**src/rtl/pe_result_writeback_pkg.sv**
```systemverilog
// rtl/pe_result_writeback_pkg.sv - shared types and constants for the PE result writeback stage
package pe_result_writeback_pkg;

    typedef enum logic [1:0] {
        ST_IDLE = 2'd0,
        ST_RUN  = 2'd1,
        ST_DONE = 2'd2
    } state_e;

    localparam int DEF_RESULTS_PER_FILTER = 43;

    function automatic int cnt_width(input int results);
        return $clog2(results + 1);
    endfunction

    localparam int CNT_W = cnt_width(DEF_RESULTS_PER_FILTER);

endpackage

```
**src/rtl/pe_result_writeback_if.sv**
```systemverilog
// rtl/pe_result_writeback_if.sv - PE result streams in, single memory write port out
interface pe_result_writeback_if #(
    parameter int NUM_FILTERS = 4,
    parameter int DATA_W      = 32,
    parameter int ADR_W       = 8
);
    logic [NUM_FILTERS-1:0]        pe_valid;
    logic [NUM_FILTERS*DATA_W-1:0] pe_data;
    logic [NUM_FILTERS-1:0]        pe_ready;
    logic                          mem_wr_en;
    logic [ADR_W-1:0]              mem_wr_adr;
    logic [DATA_W-1:0]             mem_wr_data;

    // master: PE array plus memory sink; slave: the writeback stage
    modport master (
        output pe_valid, pe_data,
        input  pe_ready, mem_wr_en, mem_wr_adr, mem_wr_data
    );

    modport slave (
        input  pe_valid, pe_data,
        output pe_ready, mem_wr_en, mem_wr_adr, mem_wr_data
    );
endinterface

```
**src/rtl/pe_result_writeback_rr_arbiter.sv**
```systemverilog
// rtl/pe_result_writeback_rr_arbiter.sv - combinational round-robin arbiter, search starts at ptr
module rr_arbiter #(
    parameter int N     = 4,
    parameter int IDX_W = (N > 1) ? $clog2(N) : 1
) (
    input  logic [N-1:0]     req,
    input  logic [IDX_W-1:0] ptr,
    output logic [N-1:0]     grant,
    output logic [IDX_W-1:0] grant_idx,
    output logic             grant_vld
);
    logic [IDX_W-1:0] idx;

    always_comb begin
        grant     = '0;
        grant_idx = '0;
        grant_vld = 1'b0;
        idx       = '0;
        for (int k = 0; k < N; k++) begin
            idx = IDX_W'((int'(ptr) + k) % N);
            if (!grant_vld && req[idx]) begin
                grant_vld  = 1'b1;
                grant[idx] = 1'b1;
                grant_idx  = idx;
            end
        end
    end
endmodule

```
**src/rtl/pe_result_writeback.sv**
```systemverilog
// rtl/pe_result_writeback.sv - captures per-filter PE results and writes them round-robin to memory
module pe_result_writeback
    import pe_result_writeback_pkg::*;
#(
    parameter int NUM_FILTERS        = 4,
    parameter int DATA_W             = 32,
    parameter int ADR_W              = 8,
    parameter int RESULTS_PER_FILTER = 43
) (
    input  logic                      clk,
    input  logic                      rst,
    input  logic                      start,
    input  logic [ADR_W-1:0]          base_adr,
    input  logic [ADR_W-1:0]          stride,
    pe_result_writeback_if.slave      bus,
    output logic                      busy,
    output logic                      done,
    output logic                      ovf
);
    localparam int CW    = cnt_width(RESULTS_PER_FILTER);
    localparam int IDX_W = (NUM_FILTERS > 1) ? $clog2(NUM_FILTERS) : 1;
    localparam logic [CW-1:0] CNT_MAX = CW'(RESULTS_PER_FILTER);

    state_e                 state, state_nxt;
    logic [ADR_W-1:0]       base_q, stride_q;
    logic [NUM_FILTERS-1:0] slot_v;
    logic [DATA_W-1:0]      slot_d [NUM_FILTERS];
    logic [CW-1:0]          cnt    [NUM_FILTERS];
    logic [IDX_W-1:0]       rr_ptr;

    logic                   run_ok, all_done, drop;
    logic [NUM_FILTERS-1:0] full, accept, req, grant;
    logic [IDX_W-1:0]       grant_idx;
    logic                   grant_vld;

    // a start pulse freezes the handshake so nothing is taken into a slot that is about to be flushed
    assign run_ok = (state == ST_RUN) && !start;
    assign req    = slot_v & {NUM_FILTERS{run_ok}};
    assign busy   = (state == ST_RUN);
    assign done   = (state == ST_DONE);

    rr_arbiter #(.N(NUM_FILTERS), .IDX_W(IDX_W)) u_arb (
        .req       (req),
        .ptr       (rr_ptr),
        .grant     (grant),
        .grant_idx (grant_idx),
        .grant_vld (grant_vld)
    );

    // full: this filter already holds its whole quota (written + waiting), further words are overflow
    always_comb begin
        bus.pe_ready = '0;
        full         = '0;
        accept       = '0;
        drop         = 1'b0;
        all_done     = 1'b1;
        for (int i = 0; i < NUM_FILTERS; i++) begin
            full[i] = ({1'b0, cnt[i]} + (CW+1)'(slot_v[i])) >= (CW+1)'(RESULTS_PER_FILTER);
            if (cnt[i] != CNT_MAX || slot_v[i])
                all_done = 1'b0;
            bus.pe_ready[i] = run_ok & (full[i] | ~slot_v[i] | grant[i]);
            accept[i]       = bus.pe_valid[i] & bus.pe_ready[i] & ~full[i];
            if (bus.pe_valid[i] & bus.pe_ready[i] & full[i])
                drop = 1'b1;
        end
    end

    always_ff @(posedge clk or negedge rst) begin
        if (!rst)
            state <= ST_IDLE;
        else
            state <= state_nxt;
    end

    always_comb begin
        state_nxt = state;
        if (start) begin
            state_nxt = ST_RUN;
        end else begin
            case (state)
                ST_RUN:  if (all_done) state_nxt = ST_DONE;
                default: state_nxt = state;
            endcase
        end
    end

    always_ff @(posedge clk or negedge rst) begin
        if (!rst) begin
            base_q          <= '0;
            stride_q        <= '0;
            slot_v          <= '0;
            rr_ptr          <= '0;
            ovf             <= 1'b0;
            bus.mem_wr_en   <= 1'b0;
            bus.mem_wr_adr  <= '0;
            bus.mem_wr_data <= '0;
            for (int i = 0; i < NUM_FILTERS; i++) begin
                slot_d[i] <= '0;
                cnt[i]    <= '0;
            end
        end else if (start) begin
            base_q        <= base_adr;
            stride_q      <= stride;
            slot_v        <= '0;
            rr_ptr        <= '0;
            ovf           <= 1'b0;
            bus.mem_wr_en <= 1'b0;
            for (int i = 0; i < NUM_FILTERS; i++)
                cnt[i] <= '0;
        end else begin
            bus.mem_wr_en <= grant_vld;
            if (grant_vld) begin
                bus.mem_wr_adr  <= base_q + ADR_W'(grant_idx) * stride_q + ADR_W'(cnt[grant_idx]);
                bus.mem_wr_data <= slot_d[grant_idx];
                cnt[grant_idx]  <= cnt[grant_idx] + CW'(1);
                rr_ptr          <= (grant_idx == IDX_W'(NUM_FILTERS-1)) ? '0 : grant_idx + IDX_W'(1);
            end
            for (int i = 0; i < NUM_FILTERS; i++) begin
                if (accept[i]) begin
                    slot_v[i] <= 1'b1;
                    slot_d[i] <= bus.pe_data[i*DATA_W +: DATA_W];
                end else if (grant[i]) begin
                    slot_v[i] <= 1'b0;
                end
            end
            if (drop)
                ovf <= 1'b1;
        end
    end
endmodule
```
**src/flat_wrapper.sv**
```systemverilog
// flat-port wrapper written by rule: the top's interface ports become plain ports
module pe_result_writeback_flat import pe_result_writeback_pkg::*;
#(
    parameter int NUM_FILTERS        = 4,
    parameter int DATA_W             = 32,
    parameter int ADR_W              = 8,
    parameter int RESULTS_PER_FILTER = 43
)
  (clk, rst, start, base_adr, stride, busy, done, ovf, bus_pe_valid, bus_pe_data, bus_pe_ready, bus_mem_wr_en, bus_mem_wr_adr, bus_mem_wr_data);
  pe_result_writeback_if #(.NUM_FILTERS(NUM_FILTERS), .DATA_W(DATA_W), .ADR_W(ADR_W)) bus_i ();
  input  logic clk;
  input  logic rst;
  input  logic start;
  input  logic [ADR_W-1:0] base_adr;
  input  logic [ADR_W-1:0] stride;
  output logic busy;
  output logic done;
  output logic ovf;
  input wire logic [$bits(bus_i.pe_valid)-1:0] bus_pe_valid;
  input wire logic [$bits(bus_i.pe_data)-1:0] bus_pe_data;
  output wire logic [$bits(bus_i.pe_ready)-1:0] bus_pe_ready;
  output wire logic [$bits(bus_i.mem_wr_en)-1:0] bus_mem_wr_en;
  output wire logic [$bits(bus_i.mem_wr_adr)-1:0] bus_mem_wr_adr;
  output wire logic [$bits(bus_i.mem_wr_data)-1:0] bus_mem_wr_data;
  assign bus_i.pe_valid = bus_pe_valid;
  assign bus_i.pe_data = bus_pe_data;
  assign bus_pe_ready = bus_i.pe_ready;
  assign bus_mem_wr_en = bus_i.mem_wr_en;
  assign bus_mem_wr_adr = bus_i.mem_wr_adr;
  assign bus_mem_wr_data = bus_i.mem_wr_data;
  pe_result_writeback #(.NUM_FILTERS(NUM_FILTERS), .DATA_W(DATA_W), .ADR_W(ADR_W), .RESULTS_PER_FILTER(RESULTS_PER_FILTER)) u_core (.clk(clk), .rst(rst), .start(start), .base_adr(base_adr), .stride(stride), .bus(bus_i), .busy(busy), .done(done), .ovf(ovf));
endmodule
```
**config.mk**
```make
export PLATFORM = sky130hd
export DESIGN_NAME = pe_result_writeback_flat
export DESIGN_NICKNAME = d
export VERILOG_FILES = /design/src/rtl/pe_result_writeback_pkg.sv /design/src/rtl/pe_result_writeback_if.sv /design/src/rtl/pe_result_writeback_rr_arbiter.sv /design/src/rtl/pe_result_writeback.sv /design/src/flat_wrapper.sv
export SDC_FILE = /design/constraint.sdc
export NUM_CORES = 1
export LEC_CHECK = 0
export ABC_AREA = 1
export CORE_AREA = 2 2 156 158
export CTS_CLUSTER_SIZE = 25
export DETAILED_ROUTE_END_ITERATION = 8
export DIE_AREA = 0 0 158 160
export GPL_ROUTABILITY_DRIVEN = 0
export HOLD_SLACK_MARGIN = 0.03
export PLACE_DENSITY = 0.84
export SETUP_SLACK_MARGIN = 0.15
export SLEW_MARGIN = 40
export SYNTH_ARGS = -nofsm -noshare
export SYNTH_HDL_FRONTEND = slang
export SYNTH_HIERARCHICAL = 1
export SYNTH_SLANG_ARGS = --single-unit
export TNS_END_PERCENT = 30
```
**constraint.sdc**
```tcl
create_clock -name clk -period 13.2 [get_ports clk]
set_input_delay 3.3 -clock clk [delete_from_list [all_inputs] [get_ports clk]]
set_output_delay 3.3 -clock clk [all_outputs]
set_load 0.01 [all_outputs]
```
pdn.png
The bar under the picture is 50 µm long. Pins as bars on the die edge.
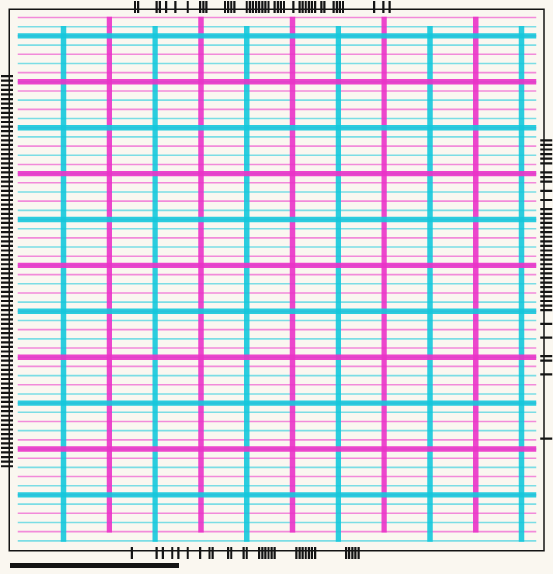
magenta -> VDD
cyan -> VSS
signal pins = 199
met4 straps = 11
met1 rails = 58
met5 straps = 11
maximum vdd drop: 211 µV
die width: 158 µm
core area: 0.0238 mm²

final_clocks.png
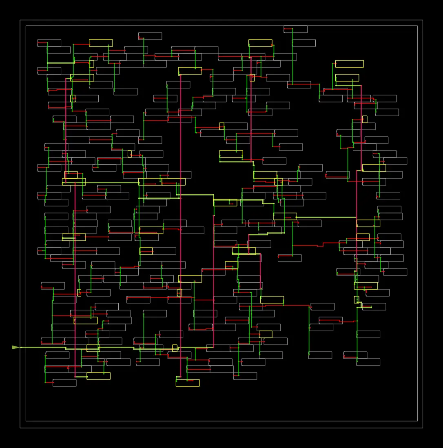
Final Skew: 0.0222 ns
CTS Buf Count: 23
clk sinks: 218
Clock Buffer Count: 31
Worst-Skew Late Latency: 0.52 ns

met2.png
The bar under the picture is 50 µm long.
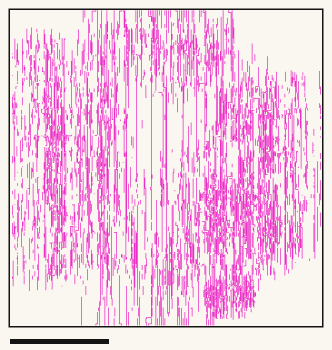
longest straight run = 93.5 µm
main direction = vertical
wire length on this layer = 15700 µm
nets with wire on the layer = 1465
final WL: 32.1 mm
via count: 10300
met2 Use GR: 43.0%

met3.png
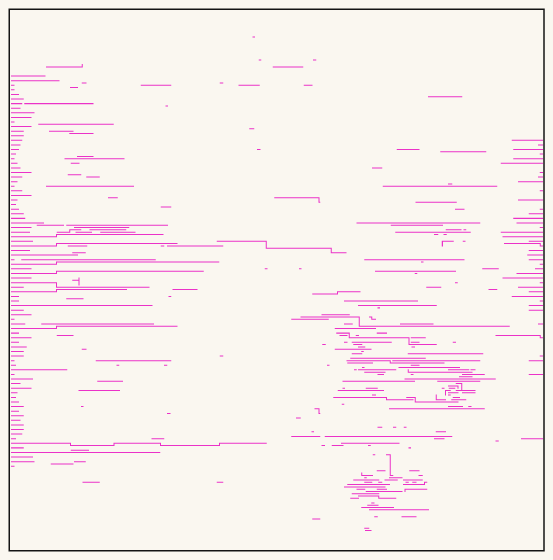
nets with wire on the layer = 254
share of all routed wire = 8.1%
met3 global-route usage: 4.50%

==> results_dict.tcl <==
# place-and-route summary
set metrics [dict create \
    p_comb_uw 2250 \
    busiest_layer "met2" \
    grtUsageMet1_pct 32.6 \
    nNonClkBuffers 209 \
    fp_util_pct 49.0 \
    layout_top_cell "nand2_1" \
    row_count 57 \
    whs_endpoint "u_core/bus.mem_wr_adr[1]" \
    edf_count 0 \
    logic_area_mm2 0.00489 \
    cts_tree "done" \
    setup_viol 0 \
    warning_count 33 \
    gr-total-overflow 0 \
    synth_top_cell_by_area "dfrtp_1" \
    cp-startpoint "start" \
    port-buffer-count 198 \
    adder_share_pct 4.96 \
    drt_iter0_drc 902 \
    powerClk_uw 636 \
    max_cap_viol_count 0 \
    top_cells_by_count "nand2_1 (269), inv_1 (221), dfrtp_1 (218), nor2_1 (194), o21ai_0 (121)" \
    power_frac_clock_pct 15.8 \
    drt_first_pass_iters 9 \
    cp_max_fo 32 \
    die-area_mm2 0.0253 \
    dp.cells 1896 \
    fin_crit_sh_pct 73.8 \
    path_buffers 5 \
    drc 0 \
    yosysWarnings 6 \
    ant_nets 0 \
    layoutNonFillerInstCount 1937 \
    highest_layer "met5" \
    nets 1787 \
    cts_hold_buf 0 \
    ys_ff 218 \
    fin_ws_ns 3.46 \
    power_uw 4010 \
    pwr-share-seq_pct 28.2 \
    diodes 0 \
    wl_met2_mm 15.7 \
    post_synth_ao_oa_area_fraction_pct 16.1 \
    required_ns 9.90 \
    status "completed" \
    worstHoldPathCells 2 \
    antenna_found_initial 1 \
    topCellsByArea "dfrtp_1 (47%), nand2_1 (8.7%), inv_1 (7.1%)" \
    rr_endpoint "u_core/bus.mem_wr_adr[7]" \
    combPwrFrac_pct 56.0 \
    well_tap_count 324 \
    rsz0062_at_grt "no" \
    io_pins 199 \
    hold_violations 0 \
]
Power figures rest on the tool's default switching activity, not on a simulated workload.
